<file path="config.mk">
export PLATFORM = sky130hd
export DESIGN_NAME = round_control
export DESIGN_NICKNAME = d
export VERILOG_FILES = /design/src/rtl/game_pkg.sv /design/src/rtl/edge_detect.sv /design/src/rtl/round_control.sv
export SDC_FILE = /design/constraint.sdc
export NUM_CORES = 1
export LEC_CHECK = 0
export CORE_MARGIN = 10
export CORE_UTILIZATION = 35
export DETAILED_ROUTE_END_ITERATION = 16
export GPL_ROUTABILITY_DRIVEN = 0
export PLACE_DENSITY = 0.6
export SYNTH_ARGS = -nofsm -noshare
export SYNTH_HDL_FRONTEND = slang
export SYNTH_SLANG_ARGS = --single-unit
</file>
<file path="constraint.sdc">
create_clock -name clk -period 2.2 [get_ports clk]
set_clock_uncertainty 0.1 [all_clocks]
set_input_delay 0.44 -clock clk [delete_from_list [all_inputs] [get_ports clk]]
set_output_delay 0.44 -clock clk [all_outputs]
set_load 0.02 [all_outputs]
</file>
<file path="src/rtl/game_pkg.sv">
// game_pkg: shared game constants, round-sequencer state encoding and winner codes.
package game_pkg;

    typedef enum logic [2:0] {
        IDLE    = 3'd0,
        PLAY    = 3'd1,
        WAIT    = 3'd2,
        ADVANCE = 3'd3,
        OVER    = 3'd4
    } state_t;

    localparam logic [1:0] WIN_NONE = 2'b00;
    localparam logic [1:0] WIN_L    = 2'b01;
    localparam logic [1:0] WIN_R    = 2'b10;

    localparam int SCREEN_W    = 1024;
    localparam int EDGE_MARGIN = 40;
    localparam int PLAYER_W    = 64;

endpackage

</file>
<file path="src/rtl/edge_detect.sv">
// edge_detect: registers a level input once and flags the rising edge of the registered copy.
module edge_detect (
    input  logic clk,
    input  logic reset,
    input  logic d,
    output logic rise
);
    logic q;
    logic q_d;

    always_ff @(posedge clk or negedge reset) begin
        if (!reset) begin
            q   <= 1'b0;
            q_d <= 1'b0;
        end else begin
            q   <= d;
            q_d <= q;
        end
    end

    assign rise = q & ~q_d;
endmodule

</file>
<file path="src/rtl/round_control.sv">
// round_control: round/match sequencer turning kills and edge exits into scores,
// frame-timed respawn delays, board scrolls and match-over detection.
module round_control
    import game_pkg::*;
#(
    parameter int RESPAWN_FRAMES = 60,
    parameter int WIN_BOARD      = 3,
    parameter int SCORE_W        = 4
) (
    input  logic               clk,
    input  logic               reset,
    input  logic               frame_tick,
    input  logic               start,
    input  logic               dead_L,
    input  logic               dead_R,
    input  logic               pos_reset,
    input  logic [2:0]         board_controller,
    output logic               freeze,
    output logic               respawn_L,
    output logic               respawn_R,
    output logic               scroll,
    output logic [SCORE_W-1:0] score_L,
    output logic [SCORE_W-1:0] score_R,
    output logic [1:0]         winner,
    output logic               game_over
);
    localparam int CW = $clog2(RESPAWN_FRAMES + 1);
    localparam logic [CW-1:0] LAST = CW'(RESPAWN_FRAMES - 1);
    localparam logic signed [2:0] WB = 3'(WIN_BOARD);

    state_t state, state_n;
    logic [CW-1:0] cnt, cnt_n;
    logic mark_l, mark_l_n, mark_r, mark_r_n;
    logic freeze_n, rsp_l_n, rsp_r_n, scroll_n, over_n;
    logic [SCORE_W-1:0] score_l_n, score_r_n;
    logic [1:0] winner_n;
    logic kill_l, kill_r, edge_pos;
    logic signed [2:0] board;

    assign board = board_controller;

    edge_detect u_dead_l (.clk(clk), .reset(reset), .d(dead_L),    .rise(kill_l));
    edge_detect u_dead_r (.clk(clk), .reset(reset), .d(dead_R),    .rise(kill_r));
    edge_detect u_pos    (.clk(clk), .reset(reset), .d(pos_reset), .rise(edge_pos));

    always_ff @(posedge clk or negedge reset) begin
        if (!reset) begin
            state     <= IDLE;
            cnt       <= '0;
            mark_l    <= 1'b0;
            mark_r    <= 1'b0;
            freeze    <= 1'b1;
            respawn_L <= 1'b0;
            respawn_R <= 1'b0;
            scroll    <= 1'b0;
            score_L   <= '0;
            score_R   <= '0;
            winner    <= WIN_NONE;
            game_over <= 1'b0;
        end else begin
            state     <= state_n;
            cnt       <= cnt_n;
            mark_l    <= mark_l_n;
            mark_r    <= mark_r_n;
            freeze    <= freeze_n;
            respawn_L <= rsp_l_n;
            respawn_R <= rsp_r_n;
            scroll    <= scroll_n;
            score_L   <= score_l_n;
            score_R   <= score_r_n;
            winner    <= winner_n;
            game_over <= over_n;
        end
    end

    // cnt doubles as the two-cycle settle timer in ADVANCE and the frame counter in WAIT
    always_comb begin
        state_n   = state;
        cnt_n     = cnt;
        mark_l_n  = mark_l;
        mark_r_n  = mark_r;
        freeze_n  = freeze;
        rsp_l_n   = 1'b0;
        rsp_r_n   = 1'b0;
        scroll_n  = 1'b0;
        score_l_n = score_L;
        score_r_n = score_R;
        winner_n  = winner;
        over_n    = game_over;
        case (state)
            IDLE: begin
                if (start) begin
                    state_n  = PLAY;
                    rsp_l_n  = 1'b1;
                    rsp_r_n  = 1'b1;
                    freeze_n = 1'b0;
                end
            end
            PLAY: begin
                if (edge_pos) begin
                    state_n  = ADVANCE;
                    freeze_n = 1'b1;
                    cnt_n    = '0;
                end else if (kill_l || kill_r) begin
                    state_n  = WAIT;
                    freeze_n = 1'b1;
                    cnt_n    = '0;
                    mark_l_n = kill_l;
                    mark_r_n = kill_r;
                    if (kill_l && !kill_r)
                        score_r_n = (&score_R) ? score_R : score_R + SCORE_W'(1);
                    if (kill_r && !kill_l)
                        score_l_n = (&score_L) ? score_L : score_L + SCORE_W'(1);
                end
            end
            WAIT: begin
                if (frame_tick) begin
                    if (cnt == LAST) begin
                        state_n  = PLAY;
                        rsp_l_n  = mark_l;
                        rsp_r_n  = mark_r;
                        mark_l_n = 1'b0;
                        mark_r_n = 1'b0;
                        freeze_n = 1'b0;
                    end else begin
                        cnt_n = cnt + CW'(1);
                    end
                end
            end
            ADVANCE: begin
                if (cnt == CW'(1)) begin
                    if (board >= WB) begin
                        state_n  = OVER;
                        winner_n = WIN_L;
                        over_n   = 1'b1;
                    end else if (board <= -WB) begin
                        state_n  = OVER;
                        winner_n = WIN_R;
                        over_n   = 1'b1;
                    end else begin
                        state_n  = WAIT;
                        scroll_n = 1'b1;
                        mark_l_n = 1'b1;
                        mark_r_n = 1'b1;
                        cnt_n    = '0;
                    end
                end else begin
                    cnt_n = cnt + CW'(1);
                end
            end
            OVER: begin
                if (start) begin
                    state_n   = PLAY;
                    score_l_n = '0;
                    score_r_n = '0;
                    winner_n  = WIN_NONE;
                    over_n    = 1'b0;
                    rsp_l_n   = 1'b1;
                    rsp_r_n   = 1'b1;
                    freeze_n  = 1'b0;
                end
            end
            default: state_n = IDLE;
        endcase
    end
endmodule

</file>
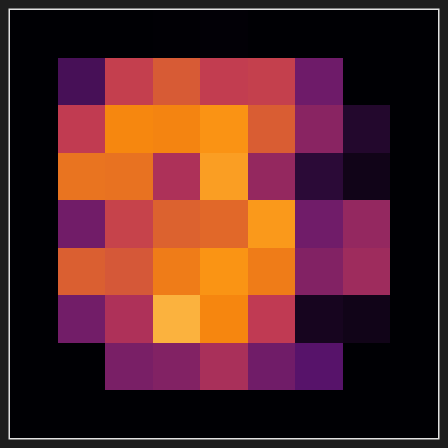
util_map.png
9 x 9 tiles, from black (low) to pale yellow (high), 0 to 100% covered.
- tiles over 75% full: 6.2%
- nearly empty tiles: 43%
- fullest tile: 83%
- emptiest ninth of the die: lower right
- mean over tiles: 27%
- densest ninth of the die: centre
Core Region: 0.005042 mm²
final core occ: 47.12%
FP Util: 35.73%

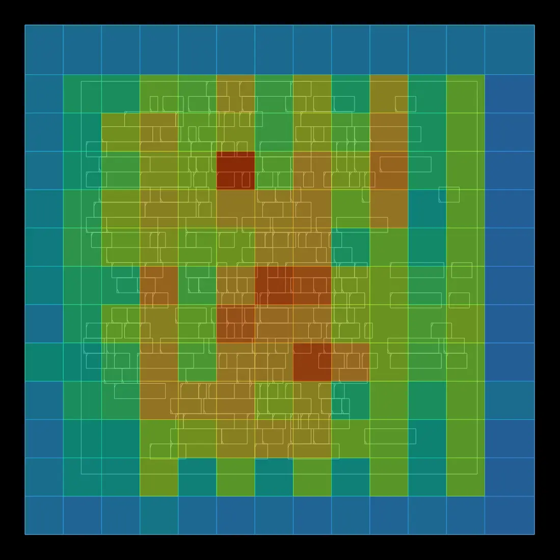
congestion_map.png
GRT met3 Usage: 3.667%
wire per inst: 14.39 µm
met2 Use GR: 15.34%

==> results.sh <==
# source this file to load flow results
export IMPL_seq_area_frac_synth_pct=44.51
export IMPL_rsz0062_at_grt="no"
export IMPL_ir_drop_uv=419.9
export IMPL_grt_pass1_vias=1519
export IMPL_flops=32
export IMPL_syn_to_final_growth_pct=31.88
export IMPL_drtIter0Drc=87
export IMPL_n_all_inverters=8
export IMPL_min_period_over_period_pct=97.23
export IMPL_ctsResizeCount=2
export IMPL_ctsHoldBuffers=0
export IMPL_largest_register_ffs=6
export IMPL_worst_setup_path_start_kind="input port"
export IMPL_met1_length_um=2067
export IMPL_num_tap_cells=70
export IMPL_comb_share_pct=42.23
export IMPL_track_usage_pct=10.24
export IMPL_cp_cell_sequence="clkdlybuf4s50_1, and2_4, ha_4, nand4bb_4, a31oi_4, buf_4, or3_4, o2bb2ai_1"
export IMPL_crit_arrival_ps=2250
export IMPL_period_needed_ps=2139
export IMPL_crit_path_end_kind="flop"
export IMPL_synth_top_area_share_pct=43.06
export IMPL_crit_slowest_cell="clkdlybuf4s50_1"
export IMPL_ys_flops=32
export IMPL_critical_path_top_delay_family="simple AND/OR/NAND/NOR gates"
export IMPL_outcome="completed"
export IMPL_clockNetworkAreaShare_pct=3.897
export IMPL_flop_cell="dfrtp_1"
export IMPL_p_leak_uw=0.0009843
export IMPL_ys_warnings_count=0
export IMPL_r2r_slack_ps=190
export IMPL_die_area_mm2=0.008418
export IMPL_drive_gt1_share_pct=17.65
export IMPL_power_density_mw_per_mm2=1180
export IMPL_buf_share_pct=15.17
export IMPL_cts_buffers=5
export IMPL_crit_fanout=7
export IMPL_synthTopCellsByArea="dfrtp_1 (43%), nand3_1 (3.9%), ha_1 (3.5%), nand2_1 (2.7%), and4_1 (2.4%)"
export IMPL_port_buffers=24
export IMPL_tool_warnings=27
export IMPL_cts_num_sinks=32
export IMPL_insertion_delay_ps=290
export IMPL_viasPerCell=5.199
export IMPL_hold_path_startpoint="u_dead_l.q"
export IMPL_synth_adder_area_share_pct=3.472
export IMPL_clockRootBuffer="clkbuf_8"
export IMPL_hp_class="flop to flop"
export IMPL_post_dp_hpwl_um=3081
export IMPL_setup_viol=0
export IMPL_comb_area_mm2=0.001003
export IMPL_logic_family="simple AND/OR/NAND/NOR gates"
export IMPL_syn_inst=177
export IMPL_slew_headroom_pct=70.65
export IMPL_rr_endpoint="cnt[2]"
export IMPL_synth_xor_area_share_pct=0.4861
export IMPL_comb_cells=133
export IMPL_max_stage_delay_ps=420
export IMPL_yosys_area_mm2=0.001802
export IMPL_layout_top_cell="dfrtp_1"
export IMPL_wl_met3_um=286
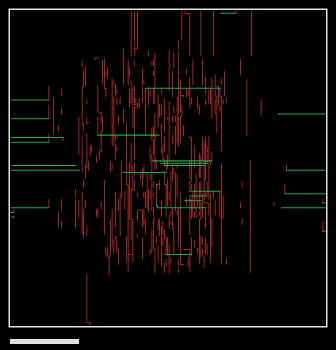
layers.png
Scale bar: 20 µm. Only two layers are drawn.
- M2: red (wire length 1800 µm)
- M3: green (wire length 287 µm)

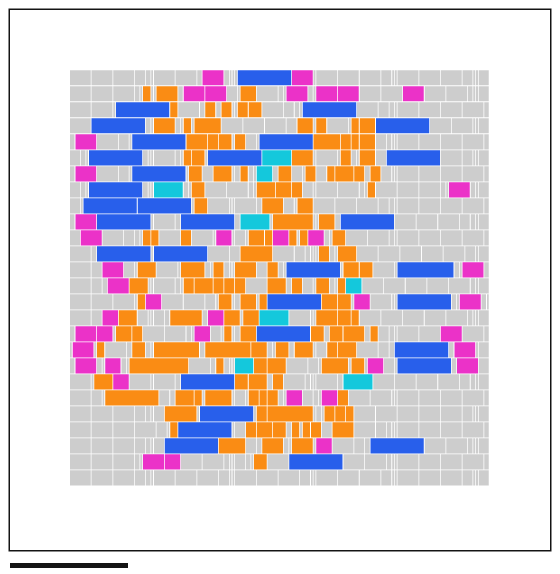
class_map.png
Scale bar: 20 µm. Fill, decap, tap and diode cells in grey.
- clock drivers and dummy loads: cyan (cells 8; share of their area 4.0%)
- remaining buffers and delay cells: magenta (cells 40; share of their area 16%)
- registers: blue (cells 32; share of their area 35%)
- remaining logic cells: orange (cells 141; share of their area 45%)
fraction of area in registers: 33.75%
FP Rows: 26
final instance area: 0.002376 mm²

[synth_stat cells, drive strengths merged (4+ instances only)]
cell and instances:
dfrtp 31, nand2b 4, nor2 7, nor3 7, a211oi 5, and2 5, a32o 4, a21oi 4
nand2 14, o21ai 7, ha 5, nand3 14, nor3b 4, nor2b 5, inv 8, a31oi 4
and4 5, o211ai 5
[metrics by stage]
stage               std cells  setup TNS [ps]  total power, µW  setup slack, ps
detailed placement        283           -3074             2344           -373.7
CTS                       291               0             2820            2.177
global route              291               0             3015            6.837
finish                    291               0             2804            60.84
floorplan                 177               0             1823            25.14
global placement          283           -2669             2340           -333.6
[report_power, final]
group	total (µW)	switching (µW)	internal (µW)
clock	463	239	224
sequential	996	218	778
combinational	1350	678	667
total	2800	1130	1670
No activity file was given, so power comes from the tool's default toggle rates.
